--- src/rtl/max_pool_forward.sv ---
// Streaming lane-wise max-pool over POOL_SIZE consecutive float vectors.
// Floats are compared through a monotonic unsigned key, so NaN/zero ordering is
// fully defined: +NaN above everything, -NaN below everything, +0 above -0.
// Optional feature macro: MAX_POOL_ARGMAX_EN adds out_idx (winning beat per lane).
module max_pool_forward #(
  parameter int unsigned WIDTH     = 8,
  parameter int unsigned POOL_SIZE = 4
) (
  input  logic        clk,
  input  logic        reset_n,
  input  logic        clk_en,
  input  logic        in_valid,
  output logic        in_ready,
  input  logic [31:0] in_data [WIDTH-1:0],
  input  logic [31:0] in_id,
  output logic        out_valid,
  input  logic        out_ready,
  output logic [31:0] out_data [WIDTH-1:0],
  output logic [31:0] out_id
`ifdef MAX_POOL_ARGMAX_EN
  ,
  output logic [$clog2(POOL_SIZE)-1:0] out_idx [WIDTH-1:0]
`endif
);

  localparam int unsigned CntW = $clog2(POOL_SIZE);
  localparam logic [CntW-1:0] LastBeat = CntW'(POOL_SIZE - 1);

  typedef enum logic [0:0] {StAccum, StHold} state_e;

  state_e          state_q, state_d;
  logic [CntW-1:0] cnt_q, cnt_d;
  logic [31:0]     acc_q [WIDTH-1:0];
  logic [31:0]     acc_d [WIDTH-1:0];
  logic [31:0]     id_q, id_d;
  logic            out_valid_q, out_valid_d;
  logic [31:0]     out_data_q [WIDTH-1:0];
  logic [31:0]     out_data_d [WIDTH-1:0];
  logic [31:0]     out_id_q, out_id_d;
  logic [31:0]     merged [WIDTH-1:0];
  logic            beat_acc, consume;
`ifdef MAX_POOL_ARGMAX_EN
  logic [CntW-1:0] idx_q [WIDTH-1:0];
  logic [CntW-1:0] idx_d [WIDTH-1:0];
  logic [CntW-1:0] out_idx_q [WIDTH-1:0];
  logic [CntW-1:0] out_idx_d [WIDTH-1:0];
  logic [CntW-1:0] merged_idx [WIDTH-1:0];
`endif

  // Monotonic key: unsigned compare of keys matches float ordering.
  function automatic logic [31:0] float_key(input logic [31:0] x);
    return x[31] ? ~x : (x ^ 32'h8000_0000);
  endfunction

  // Handshake qualifiers; HOLD only takes a beat when the pending output leaves.
  always_comb begin
    in_ready  = clk_en && ((state_q == StAccum) || out_ready);
    beat_acc  = in_valid && in_ready;
    consume   = out_valid_q && out_ready && clk_en;
    out_valid = out_valid_q;
    out_id    = out_id_q;
    out_data  = out_data_q;
`ifdef MAX_POOL_ARGMAX_EN
    out_idx   = out_idx_q;
`endif
  end

  // Per-lane merge of the incoming beat into the accumulator; beat 0 always loads,
  // and a strictly larger key is required to replace, so ties keep the earlier beat.
  always_comb begin
    for (int k = 0; k < int'(WIDTH); k++) begin
      merged[k] = acc_q[k];
`ifdef MAX_POOL_ARGMAX_EN
      merged_idx[k] = idx_q[k];
`endif
      if ((cnt_q == '0) || (float_key(in_data[k]) > float_key(acc_q[k]))) begin
        merged[k] = in_data[k];
`ifdef MAX_POOL_ARGMAX_EN
        merged_idx[k] = cnt_q;
`endif
      end
    end
  end

  // Next-state: window accumulation, output hold and zero-bubble restart.
  always_comb begin
    state_d     = state_q;
    cnt_d       = cnt_q;
    acc_d       = acc_q;
    id_d        = id_q;
    out_valid_d = out_valid_q;
    out_data_d  = out_data_q;
    out_id_d    = out_id_q;
`ifdef MAX_POOL_ARGMAX_EN
    idx_d       = idx_q;
    out_idx_d   = out_idx_q;
`endif
    case (state_q)
      StAccum: begin
        if (beat_acc) begin
          acc_d = merged;
`ifdef MAX_POOL_ARGMAX_EN
          idx_d = merged_idx;
`endif
          if (cnt_q == '0) id_d = in_id;
          if (cnt_q == LastBeat) begin
            out_data_d  = merged;
            out_id_d    = id_q;
            out_valid_d = 1'b1;
`ifdef MAX_POOL_ARGMAX_EN
            out_idx_d   = merged_idx;
`endif
            cnt_d       = '0;
            state_d     = StHold;
          end else begin
            cnt_d = cnt_q + CntW'(1);
          end
        end
      end
      StHold: begin
        if (consume) begin
          out_valid_d = 1'b0;
          state_d     = StAccum;
          // A beat accepted alongside the consume opens the next window.
          if (beat_acc) begin
            acc_d = merged;
            id_d  = in_id;
`ifdef MAX_POOL_ARGMAX_EN
            idx_d = merged_idx;
`endif
            cnt_d = CntW'(1);
          end
        end
      end
      default: state_d = StAccum;
    endcase
  end

  // State registers with asynchronous active-low reset.
  always_ff @(posedge clk or negedge reset_n) begin
    if (!reset_n) begin
      state_q     <= StAccum;
      cnt_q       <= '0;
      id_q        <= '0;
      out_valid_q <= 1'b0;
      out_id_q    <= '0;
      for (int k = 0; k < int'(WIDTH); k++) begin
        acc_q[k]      <= '0;
        out_data_q[k] <= '0;
`ifdef MAX_POOL_ARGMAX_EN
        idx_q[k]      <= '0;
        out_idx_q[k]  <= '0;
`endif
      end
    end else begin
      state_q     <= state_d;
      cnt_q       <= cnt_d;
      id_q        <= id_d;
      out_valid_q <= out_valid_d;
      out_id_q    <= out_id_d;
      acc_q       <= acc_d;
      out_data_q  <= out_data_d;
`ifdef MAX_POOL_ARGMAX_EN
      idx_q       <= idx_d;
      out_idx_q   <= out_idx_d;
`endif
    end
  end

endmodule

--- config.mk ---
export PLATFORM = sky130hd
export DESIGN_NAME = max_pool_forward
export DESIGN_NICKNAME = d
export VERILOG_FILES = /design/src/rtl/max_pool_forward.sv
export SDC_FILE = /design/constraint.sdc
export NUM_CORES = 2
export LEC_CHECK = 0
export CORE_ASPECT_RATIO = 0.7
export CORE_MARGIN = 2
export CORE_UTILIZATION = 59
export DETAILED_ROUTE_END_ITERATION = 16
export PLACE_DENSITY = 0.84
export SYNTH_ARGS = -nofsm -noshare
export SYNTH_HDL_FRONTEND = slang
export SYNTH_SLANG_ARGS = --single-unit
--- constraint.sdc ---
create_clock -name clk -period 10.7 [get_ports clk]
set_input_delay 2.14 -clock clk [delete_from_list [all_inputs] [get_ports clk]]
set_output_delay 2.14 -clock clk [all_outputs]
set_load 0.005 [all_outputs]
**Met1 routing**

Cells faint in the background.
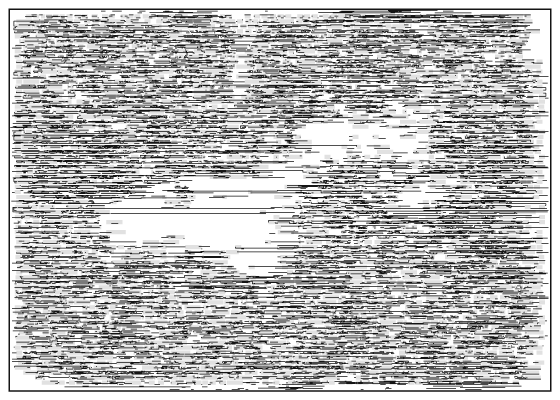
- main direction: horizontal
- longest straight run: 104 um
- nets with wire on the layer: 3987

==> summary.txt <==
Summary of the current implementation state.

- The placer congestion estimate is 0.849, for reference.
- Global route summary, busiest routing layer listed as met2.
- The kind of cell with the highest combined delay along the critical path is buffers and inverters.
- The number of top-level design ports is 583, for reference.
- The total routing usage reported by global routing is 32.6%, for reference.
- The most frequently placed logic cell in the final layout is sky130_fd_sc_hd__nand2_1, for reference.
- The tally of non-filler cells in the final layout is 4672, for reference.
- Hold-check failures listed in the final report amount to 0.
- Setup repair after global routing left no endpoint under its margin.
- The setup TNS is 0 ns, for reference.
- The area growth from synthesis to layout is 24.1%.
- For this run, the register share of the synthesized area comes to 42.2%.
- The pre-CTS setup check shows a worst slack of 4.33 ns.
- The shortest period the worst path allows is 5.85 ns, for reference.
- After detailed routing, the number of vias per cell comes to 6.03.
- The core region area is 0.0580 mm2, for reference.
- The first-pass GRT wire length is 158 mm, for reference.
- Counting flops with an async set or reset pin after synthesis yields a share of 100%.
- The buffering overhead is 14.3%, for reference.
- The flow ran to the end, and the final reports show no timing, DRC or antenna violations.
- For reference, the top cells by area after synthesis are sky130_fd_sc_hd__dfrtp_1, sky130_fd_sc_hd__nand2_1, sky130_fd_sc_hd__ha_1.
- The routed design shows a wire length per standard cell of 21.3 um.
- The adder and majority cell fraction of the synthesized area is 9.38%, for reference.
- In the final layout, excluding clock buffers the buffer count is 621.
- The total clock buffers created by CTS is 57, for reference.
- The post-CTS hold buffer count recorded in the log is 0.
- For this run, global-route usage on met1 was measured as 44.6%.
- The via count of the first global-routing pass was 27999.
- Static timing analysis puts the maximum clock frequency at 0.171 GHz.
- Per the detailed placement report, the placed cell area equals 0.0407 mm2.
- The most common logic cells in the final layout are sky130_fd_sc_hd__nand2_1, sky130_fd_sc_hd__dfrtp_1, sky130_fd_sc_hd__clkdlybuf4s50_1.
- The library cell appearing most often on the critical path is sky130_fd_sc_hd__buf_4, for reference.
- Per the timing report, the biggest fanout along the worst path comes to 34.
- According to the cell report, the number of logic gates is 2575.
- The worst setup path is captured at a flip-flop.
- The number of enable flip-flop cells is 0, for reference.
- The number of buffers and inverters on the critical path is 3, for reference.
- Across the routed clock network, the largest skew measured is 0.0281 ns.
- In this run the worst hold path is classified as reg2reg.
- Per the run summary, max-cap violations total 0.
- After synthesis, the netlist uses 52 different library cells.
- The share of the core filled with cells in the final layout is 73.7%, for reference.
- The layout report lists the multi-input gate area as 0.0190 mm2.
- The horizontal die dimension reported for this design is 293 um.
- The total length of routed met3 wires is 7.63 mm, for reference.
- The post-cts resize count is 0, for reference.
- The relative area of clock buffers and inverters in the final design is 4.70%, for reference.
- The sum of internal, switching and leakage power is 13400 uW, for reference.
- The worst hold slack is 0.462 ns, for reference.
- The category of the critical setup timing path is in2reg, for reference.
- The layout has 76 clock buffers.
- The synthesized-area fraction occupied by xor and xnor cells is 12.6%, for reference.
- The part of the cycle the worst path needs is 54.7%, for reference.
- The data required time reported for the critical path is 11.19 ns.
- The cell chosen for the clock root is sky130_fd_sc_hd__clkbuf_16, for reference.
- The clock-pin slew on the worst setup and hold paths is 0.06 ns, for reference.
- The and-or/or-and share of the synthesized area is 10.4%, for reference.
- The initial antenna violation count is 20.
- OpenROAD emitted warnings numbering 33.
- For this run, the detailed router's first-pass iteration total came to 8.
- The layout summary lists the proportion of cells stronger than drive strength 1 as 11.5%.
- The maximum cell stage delay along the critical path is 0.72 ns, for reference.
- The largest buffer count on any clock path is 3, for reference.
- The number of cells in Yosys stat is 3404, for reference.
- The final layout report lists a non-clock inverter count of 15.
**Signal wires on met2**

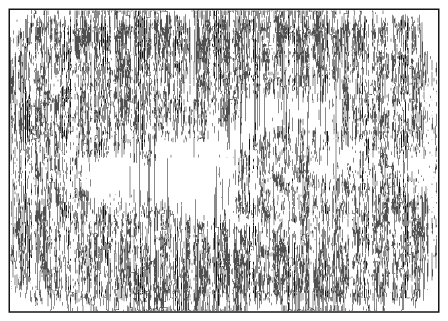
- main direction: vertical
- share of all routed wire: 45%
- wire length on this layer: 44.9 mm

-- report_power, final --
part | switching [uW] | internal, uW
sequential | 885 | 3250
clock | 917 | 1260
combinational | 3640 | 3470
total | 5440 | 7980
-- state kept, by name, summed over array words and instances, names as in the netlist --
| register | flops |
|---|---|
| state_q | 1 |
| out_valid | 1 |
| id_q | 32 |
| out_id | 32 |
| acc_q | 256 |
| cnt_q | 2 |
| out_data | 256 |
-- worst paths after layout --
| path | from | cells past startpoint | slack [ns] | end |
|---|---|---|---|---|
| max | in_data[223] | 12 | 4.85 | acc_q[210] |
| min reg2reg | id_q[3] | 2 | 0.46 | out_id[3] |
| min | id_q[3] | 2 | 0.46 | out_id[3] |
| min in group asynchronous | reset_n | 1 | 1.53 | out_data[128] |
| max reg2reg | acc_q[223] | 12 | 6.35 | acc_q[210] |
| max in group asynchronous | reset_n | 3 | 7.02 | acc_q[109] |
-- synthesized netlist by cell type (15+ instances only) --
master / number
sky130_fd_sc_hd__a21oi_1: 113
sky130_fd_sc_hd__a32oi_1: 32
sky130_fd_sc_hd__buf_1: 42
sky130_fd_sc_hd__buf_2: 21
sky130_fd_sc_hd__clkbuf_1: 167
sky130_fd_sc_hd__dfrtp_1: 580
sky130_fd_sc_hd__ha_1: 258
sky130_fd_sc_hd__inv_1: 15
sky130_fd_sc_hd__mux2_1: 20
sky130_fd_sc_hd__mux2_2: 238
sky130_fd_sc_hd__mux2_4: 30
sky130_fd_sc_hd__nand2_1: 861
sky130_fd_sc_hd__nand3_1: 61
sky130_fd_sc_hd__nand4_1: 62
sky130_fd_sc_hd__nor2_1: 26
sky130_fd_sc_hd__o21ai_0: 32
sky130_fd_sc_hd__o221ai_1: 224
sky130_fd_sc_hd__xnor2_1: 248
sky130_fd_sc_hd__xor2_1: 248
Power figures rest on the tool's default switching activity, not on a simulated workload.
